### config.mk
export PLATFORM = sky130hd
export DESIGN_NAME = vga_stream_timing
export DESIGN_NICKNAME = d
export VERILOG_FILES = /design/src/rtl/vga_stream_timing.sv
export SDC_FILE = /design/constraint.sdc
export NUM_CORES = 1
export LEC_CHECK = 0
export CORE_MARGIN = 4
export CORE_UTILIZATION = 47
export DETAILED_ROUTE_END_ITERATION = 16
export PLACE_DENSITY = 0.66
export SLEW_MARGIN = 5
export SYNTH_ARGS = -nofsm -noshare
export SYNTH_HDL_FRONTEND = slang
export SYNTH_SLANG_ARGS = --single-unit
### constraint.sdc
create_clock -name clk -period 2.2 [get_ports clk]
set_input_delay 0.22 -clock clk [delete_from_list [all_inputs] [get_ports clk]]
set_output_delay 0.22 -clock clk [all_outputs]
set_load 0.02 [all_outputs]
### src/rtl/vga_stream_timing.sv
`default_nettype none
// ============================================================================
// vga_stream_timing: parametrised VGA timing generator that pops RGB pixels
// from a valid/ready-fed FIFO. Optional colour bars: VGA_TEST_PATTERN_EN. Rev 1.0
// ============================================================================
module vga_stream_timing #(
   parameter int H_ACTIVE   = 640,
   parameter int H_FP       = 16,
   parameter int H_SYNC     = 96,
   parameter int H_BP       = 48,
   parameter int V_ACTIVE   = 480,
   parameter int V_FP       = 10,
   parameter int V_SYNC     = 2,
   parameter int V_BP       = 33,
   parameter bit HS_POL     = 1'b0,
   parameter bit VS_POL     = 1'b0,
   parameter int COLOR_W    = 4,
   parameter int FIFO_DEPTH = 16
) (
   input  logic                 clk,
   input  logic                 reset,
   input  logic [3*COLOR_W-1:0] i_pix_data,
   input  logic                 i_pix_valid,
   output logic                 o_pix_ready,
   input  logic                 i_pat_en,
   input  logic                 i_underflow_clr,
   output logic                 o_h_sync,
   output logic                 o_v_sync,
   output logic                 o_de,
   output logic [COLOR_W-1:0]   o_r,
   output logic [COLOR_W-1:0]   o_g,
   output logic [COLOR_W-1:0]   o_b,
   output logic                 o_frame_start,
   output logic                 o_underflow
);
   localparam int H_TOTAL = H_ACTIVE + H_FP + H_SYNC + H_BP;
   localparam int V_TOTAL = V_ACTIVE + V_FP + V_SYNC + V_BP;
   localparam int HW      = $clog2(H_TOTAL);
   localparam int VW      = $clog2(V_TOTAL);
   localparam int PIX_W   = 3 * COLOR_W;
   localparam int AW      = $clog2(FIFO_DEPTH);

   logic [HW-1:0]    h_cnt;
   logic [VW-1:0]    v_cnt;
   logic             h_last, v_last, active, hs_on, vs_on;
   logic [PIX_W-1:0] mem [FIFO_DEPTH];
   logic [AW:0]      wr_ptr, rd_ptr;
   logic             empty, full, push, pop, pat_on, uf_evt;
   logic [PIX_W-1:0] head, pat_pix, pix_q;

   assign h_last = (int'(h_cnt) == H_TOTAL - 1);
   assign v_last = (int'(v_cnt) == V_TOTAL - 1);
   assign active = (int'(h_cnt) < H_ACTIVE) && (int'(v_cnt) < V_ACTIVE);
   assign hs_on  = (int'(h_cnt) >= H_ACTIVE + H_FP) &&
                   (int'(h_cnt) <  H_ACTIVE + H_FP + H_SYNC);
   assign vs_on  = (int'(v_cnt) >= V_ACTIVE + V_FP) &&
                   (int'(v_cnt) <  V_ACTIVE + V_FP + V_SYNC);

   always_ff @(posedge clk or posedge reset) begin
      if (reset) begin
         h_cnt <= '0;
         v_cnt <= '0;
      end else if (h_last) begin
         h_cnt <= '0;
         v_cnt <= v_last ? '0 : v_cnt + 1'b1;
      end else begin
         h_cnt <= h_cnt + 1'b1;
      end
   end

   // Pointers carry one extra wrap bit so full and empty are distinguishable.
   assign empty       = (wr_ptr == rd_ptr);
   assign full        = (wr_ptr[AW] != rd_ptr[AW]) && (wr_ptr[AW-1:0] == rd_ptr[AW-1:0]);
   assign o_pix_ready = ~full;
   assign push        = i_pix_valid && ~full;
   assign pop         = active && ~empty && ~pat_on;
   assign uf_evt      = active && empty && ~pat_on;
   assign head        = mem[rd_ptr[AW-1:0]];

   always_ff @(posedge clk) begin
      if (push) begin
         mem[wr_ptr[AW-1:0]] <= i_pix_data;
      end
   end

   always_ff @(posedge clk or posedge reset) begin
      if (reset) begin
         wr_ptr <= '0;
         rd_ptr <= '0;
      end else begin
         if (push) wr_ptr <= wr_ptr + 1'b1;
         if (pop)  rd_ptr <= rd_ptr + 1'b1;
      end
   end

`ifdef VGA_TEST_PATTERN_EN
   localparam int BAR_W = (H_ACTIVE / 8 > 0) ? H_ACTIVE / 8 : 1;
   int         bar_idx;
   logic [2:0] bar;

   always_comb begin
      bar_idx = int'(h_cnt) / BAR_W;
      bar     = (bar_idx > 7) ? 3'd7 : bar_idx[2:0];
   end

   assign pat_on  = i_pat_en;
   assign pat_pix = {{COLOR_W{bar[2]}}, {COLOR_W{bar[1]}}, {COLOR_W{bar[0]}}};
`else
   logic unused_pat_en;
   assign unused_pat_en = i_pat_en;
   assign pat_on        = 1'b0;
   assign pat_pix       = '0;
`endif

   always_ff @(posedge clk or posedge reset) begin
      if (reset) begin
         o_h_sync      <= ~HS_POL;
         o_v_sync      <= ~VS_POL;
         o_de          <= 1'b0;
         o_frame_start <= 1'b0;
         o_underflow   <= 1'b0;
         pix_q         <= '0;
      end else begin
         o_h_sync      <= hs_on ? HS_POL : ~HS_POL;
         o_v_sync      <= vs_on ? VS_POL : ~VS_POL;
         o_de          <= active;
         o_frame_start <= (h_cnt == '0) && (v_cnt == '0);
         if (active && pat_on) begin
            pix_q <= pat_pix;
         end else if (pop) begin
            pix_q <= head;
         end else begin
            pix_q <= '0;
         end
         // A new underflow outranks a clear arriving in the same cycle.
         if (uf_evt) begin
            o_underflow <= 1'b1;
         end else if (i_underflow_clr) begin
            o_underflow <= 1'b0;
         end
      end
   end

   assign o_r = pix_q[PIX_W-1 -: COLOR_W];
   assign o_g = pix_q[2*COLOR_W-1 -: COLOR_W];
   assign o_b = pix_q[COLOR_W-1:0];

endmodule
`default_nettype wire

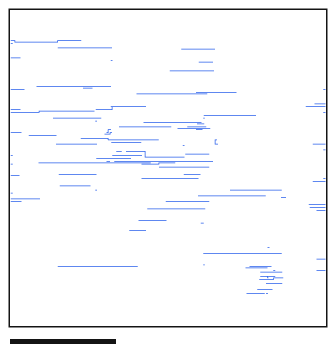
Figure 1: run 1, M3 wires.
The bar under the picture is 50 µm long.
longest straight run: 52.9 µm
share of all routed wire: 6.2%
wire length on this layer: 1140 µm
nets with wire on the layer: 60

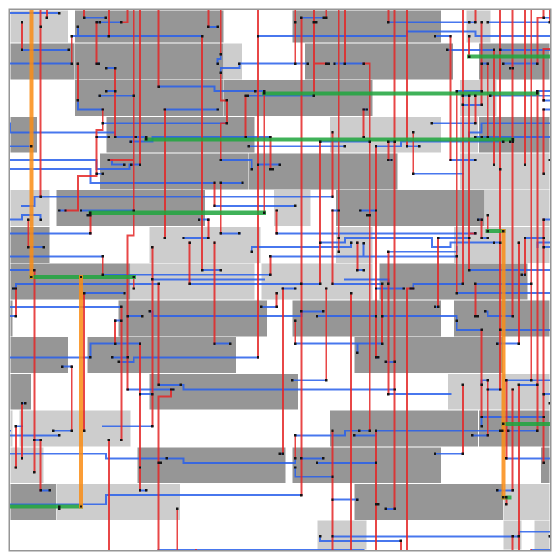
Figure 2: run 1, layout detail.
Region (55, 25) to (95, 65) µm. Cells in grey, sequential cells in the stronger grey; small squares are vias.
[M3] green
[M1] blue
[M4] orange
[M2] red
most frequent: edfxtp_1 (23), mux4_2 (8)
sequential cells in the window: 23
cells with their middle in the window: 42
netlist names of flops here include: `mem` (23)

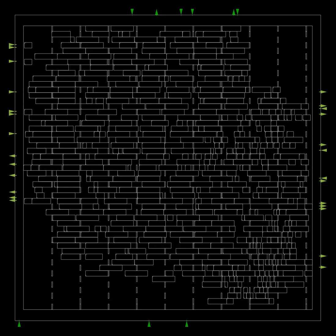
Figure 3: run 1, placement view.
non-filler cells in the finished layout: 845
Finished Core Util: 56.1%
fill count: 1501

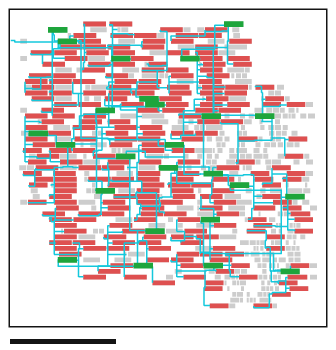
Figure 4: run 1, clock distribution.
The bar under the picture is 50 µm long.
[clock-net drivers] green | count: 25
[clock wires] cyan | length: 2680 µm
[flip-flops] red | count: 239
flops lie: spread over the die
routed clock nets: 26

==> metrics.csv, run 1 <==
stage,metric,value,unit
global_routing,grt_pass1_wl,28.8,mm
sta,timing.fmax,474,MHz
sta,period_needed,2110,ps
sta,rsz0062_at_grt,false,
clock_tree,cts_sinks,239,
clock_tree,clk_pin_slew,60,ps
power,vdd_drop_max,0.749,mV
route,vias,4788,
synth,yosysChipArea,0.00940,mm²
power,total_leakage_power,3.79,nW
power,cellPowerDensity,1240,mW/mm²
clock_tree,root_buffer,clkbuf_16,
route,via_per_inst,5.67,
setup_path,worst-r2r-setup-slack,190,ps
clock_tree,numCtsBuffers,25,
setup_path,critPathLaunch,rd_ptr[0],
final_layout,fin_area,0.0110,mm²
synth,synth_area,0.00940,mm²
sta,tightestPinTransition,738,ps
floorplan,die_y,149,µm
sta,finalCritPeriodShare,96.0,%
final_layout,drive_gt1_share,24.0,%
global_routing,grt_overflow,0,
synth,synth_flop_count,239,
sta,hold_slack,68.2,ps
flow_run,maxCapViolations,0,
sta,hold_viol,0,
route,antenna_left,0,
synth,avgSynthCellArea,18.9,µm²
hold_path,hold_path.class,input port to async pin,
setup_path,crit_arrival,1890,ps
final_layout,final_nets,587,
sta,setup_viol,0,
placed_design,portBuffers,33,
outcome,status,"complete, no violations",
global_routing,grt_pass1_vias,4994,
sta,setup_tns,0,ps
global_routing,antenna_found_initial,0,
setup_path,worst_ep_required_time,1980,ps
setup_path,worst-path-max-fanout,9,
placed_design,dpl_cell_area,0.0102,mm²
clock_tree,cts_buffer_depth,3,
route,wl_per_cell,21.5,µm
sta,finClkSkew,7.95,ps
synth,syn_inst,497,
setup_path,crit_type,register to output pin,
clock_tree,h-tree-depth,1,
setup_path,startpoint_type,register,
final_layout,final_common_cell,edfxtp_1,
run 1: path summary, 6_finish.rpt:
check,endpoint,cells past startpoint
max,o_pix_ready,5
min,h_cnt[5],2
max in group asynchronous,rd_ptr[0],3
max reg2reg,mem[5][8],4
min in group clk,o_underflow,3
min reg2reg,v_cnt[7],1
run 1: what timing repair did:
| action | in CTS | in global routing |
|---|---|---|
| endpoints found under the setup margin | 38 | 97 |
| endpoints found under the hold margin | 0 | 0 |
| gates resized | 6 | 9 |
run 1: cells by family after synthesis:
family / Yosys count / share of synthesized area, %
compound gates: 63 / 4.50
xor+xnor: 24 / 2.24
fa+ha+maj: 9 / 1.20
buf+inv: 33 / 1.50
flops: 239 / 73.8
mux: 50 / 11.7
simple gates: 79 / 4.99
run 1: through the flow:
stage / utilization, % / std cells / setup WS, ps / total power, W
2_1_floorplan: - / 497 / 217 / 0.00834
3_5_place_dp: 52.0 / 799 / -64.7 / 0.00977
5_1_grt: 56.1 / 845 / 19.0 / 0.0143
3_3_place_gp: 52.0 / 799 / -31.0 / 0.00972
4_1_cts: 56.0 / 845 / 7.50 / 0.0138
6_report: 56.1 / 845 / 89.0 / 0.0136
run 1: worst max-delay path: stages, from the launching register on:
cell and delay (ps):
dfrtp_4 480, xnor2_2 140, nand4_2 120, buf_4 180, nand2b_1 130, dlygate4sd2_1 310
run 1: power breakdown:
part / internal (W) / switching (W)
Sequential: 0.00551 / 0.000171
Clock: 0.00234 / 0.00166
Combinational: 0.00186 / 0.00211
Total: 0.00971 / 0.00394
run 1: final cells by class:
cell class | count | area, µm²
inverter | 11 | 41.3
fill | 1501 | 8590
clock buffer | 32 | 652
tap | 265 | 332
sequential | 239 | 6950
timing repair buffer | 59 | 549
multi-input combinational | 225 | 2350
clock inverter | 14 | 126
run 1: synth_stat cells, drive strengths merged:
cell	count	area share, %
edfxtp	192	61
mux4	48	11
dfrtp	45	12
a22oi	24	1.9
and3	18	1.2
xnor2	18	1.7
a21oi	13	0.69
buf	12	0.67
nor2	12	0.48
inv	11	0.44
clkbuf	10	0.40
o21ai	10	0.57
ha	9	1.2
nand3	9	0.48
nand4	9	0.67
nor2b	6	0.40
xor2	6	0.56
nand2	5	0.20
nor3	4	0.27
o211ai	4	0.32
and2	3	0.20
nor4	3	0.20
o21a	3	0.24
or3	3	0.27
a22o	2	0.19
a31oi	2	0.13
dfstp	2	0.56
mux2	2	0.24
o2111ai	2	0.19
o31ai	2	0.16
and2b	1	0.080
and4	1	0.093
nand2b	1	0.067
nand4b	1	0.093
nor4b	1	0.093
o221ai	1	0.093
or2	1	0.093
or4	1	0.12
run 1: flip-flops by register name, summed over array words and instances (netlist names), 5 cells and up:
signal	count
rd_ptr	5
mem	192
wr_ptr	5
pix_q	12
h_cnt	10
v_cnt	10
run 1: metal layers:
metal | routed length [µm] | vias to the layer above | GRT usage (%) | part of all wire, %
li1 | - | 2137 | - | -
met1 | 7760 | 2476 | 23.9 | 43
met2 | 9020 | 146 | 27.7 | 50
met3 | 1140 | 29 | 3.15 | 6.2
met4 | 299 | 0 | 3.25 | 1.6
met5 | 0 | - | 0 | 0
==> run 1 -> run 2 <==
--- a/config.mk
+++ b/config.mk
@@ -8,7 +8,7 @@
 export CORE_MARGIN = 4
 export CORE_UTILIZATION = 47
 export DETAILED_ROUTE_END_ITERATION = 16
-export PLACE_DENSITY = 0.66
+export DONT_BUFFER_PORTS = 1
 export SLEW_MARGIN = 5
 export SYNTH_ARGS = -nofsm -noshare
 export SYNTH_HDL_FRONTEND = slang
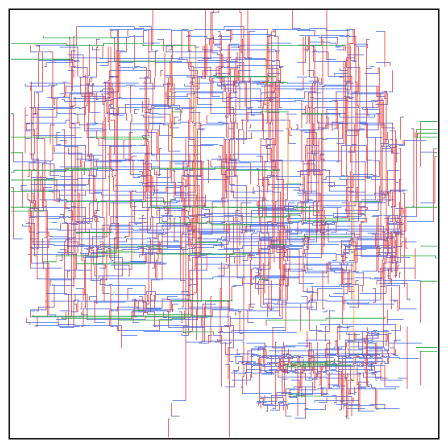
Figure 5: run 2, wiring by layer.
[M1] blue | wire length: 8350 µm
[M3] green | wire length: 1110 µm
[M2] red | wire length: 9300 µm
[M4] orange | wire length: 220 µm
Routed WL: 19.0 mm
GRT Overall Usage: 17.7%
total number of vias: 4721
drt wl/cell: 22.8 µm

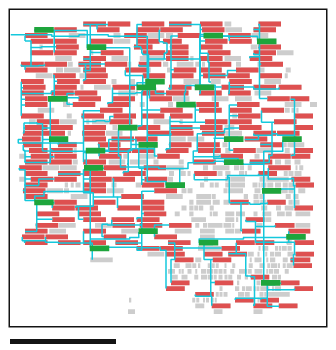
Figure 6: run 2, clock distribution.
The bar under the picture is 50 µm long.
[clock wires] cyan | length: 2660 µm
[clock-net drivers] green | count: 25
[flip-flops] red | count: 239
flops lie: spread over the die
routed clock nets: 26

==> run 2 against run 1 <==
  * First-iteration DRC count down 17%
  * Power up 0.34%
  * Clock power up 5.8%
  * Largest power group unchanged
  * Setup slack better by 72 ps
  * Worst hold slack better by 90 ps
  * Sequential power up 4.2%
  * Register-to-register slack about the same
  * Combinational power down 11%
  * Final area up 0.47%
  * Wire length up 4.2%
  * Highest routed layer unchanged
==> metrics.csv, run 2 <==
stage,metric,value,unit
sta,tightestPinTransition,717,ps
synth,syn_inst,497,
final_layout,final_nets,579,
synth,async_flop_share,19.7,%
synth,synth_top_area_share,61.3,%
hold_path,hold-path-endpoint,wr_ptr[0],
route,wl_met1,8.35,mm
clock_tree,cts_resized,0,
synth,synthAoiAreaFrac,4.50,%
synth,top_cell,edfxtp_1,
route,antenna_left,0,
outcome,status,"complete, no violations",
synth,avgSynthCellArea,18.9,µm²
synth,yosysChipArea,0.00940,mm²
sta,timing.fmax,490,MHz
setup_path,max_stage_delay,470,ps
placed_design,portBuffers,0,
clock_tree,cts_buffer_depth,3,
synth,fa_ha_area_share,1.20,%
clock_tree,h-tree-depth,1,
synth,xor_area_share,2.24,%
setup_path,slowest_stage,dfrtp_1,
global_routing,grt_pass1_wl,29.4,mm
global_routing,antenna_found_initial,0,
sta,setup_tns,0,ps
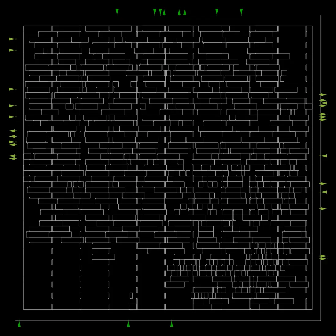
Figure 7: run 2, placement view.
non-filler cells in the finished layout: 834
sequential share of cell area: 62.9%
flop count: 239
core area: 0.0196 mm²

run 2: metrics by stage:
| stage | setup slack (ps) | utilization (%) | total power (W) | std cells | area, µm² |
|---|---|---|---|---|---|
| after floorplan | 217 | - | 0.00834 | 497 | 9410 |
| after global placement | 232 | 51.4 | 0.00952 | 776 | 10100 |
| after detailed placement | 221 | 51.4 | 0.00954 | 776 | 10100 |
| after CTS | 129 | 56.4 | 0.0139 | 834 | 11000 |
| after global routing | 26.9 | 56.4 | 0.0144 | 834 | 11000 |
| final | 161 | 56.4 | 0.0137 | 834 | 11000 |
run 2: cell type report:
class                           count  area [µm²]
Clock buffer                       29         661
Clock inverter                     14         171
Fill cell                        1495        8540
Inverter                           11        41.3
Multi-Input combinational cell    225        2320
Sequential cell                   239        6950
Tap cell                          265         332
Timing Repair Buffer               51         571
run 2: worst max-delay path, delay by kind of cell (launching register included):
kind | cells | cell delay [ps]
flip-flops | 1 | 470
buffers and inverters | 1 | 200
AND/OR/NAND/NOR | 2 | 410
XOR/XNOR | 1 | 220
run 2: power breakdown:
group          internal, W  switching (W)  leakage (nW)
clock              0.00260        0.00163         0.408
combinational      0.00169        0.00185          1.10
sequential         0.00550       0.000419          2.32
total              0.00979        0.00390          3.83
run 2: logic make-up after synthesis:
| kind of cell | count (synthesis) |
|---|---|
| AND/OR/NAND/NOR | 79 |
| adder cells (fa/ha/maj) | 9 |
| buffers and inverters | 33 |
| AND-OR/OR-AND | 63 |
| multiplexers | 50 |
| XOR/XNOR | 24 |
| flip-flops | 239 |
run 2: worst max-delay path by stage:
stage,from,endpoint,slack (ps)
detailed placement,rd_ptr[0],mem[4][2],220
CTS,wr_ptr[2],o_pix_ready,130
global placement,rd_ptr[0],pix_q[1],230
floorplan,rd_ptr[1],mem[7][0],220
finish,wr_ptr[2],o_pix_ready,160
global route,rd_ptr[4],mem[4][3],30
run 2: routing by layer:
metal | vias up | track usage, %
li1 | 2114 | -
met1 | 2455 | 25.7
met2 | 136 | 28.4
met3 | 16 | 3.27
met4 | 0 | 4.16
met5 | - | 0
Power is estimated from default activity; no workload was simulated.
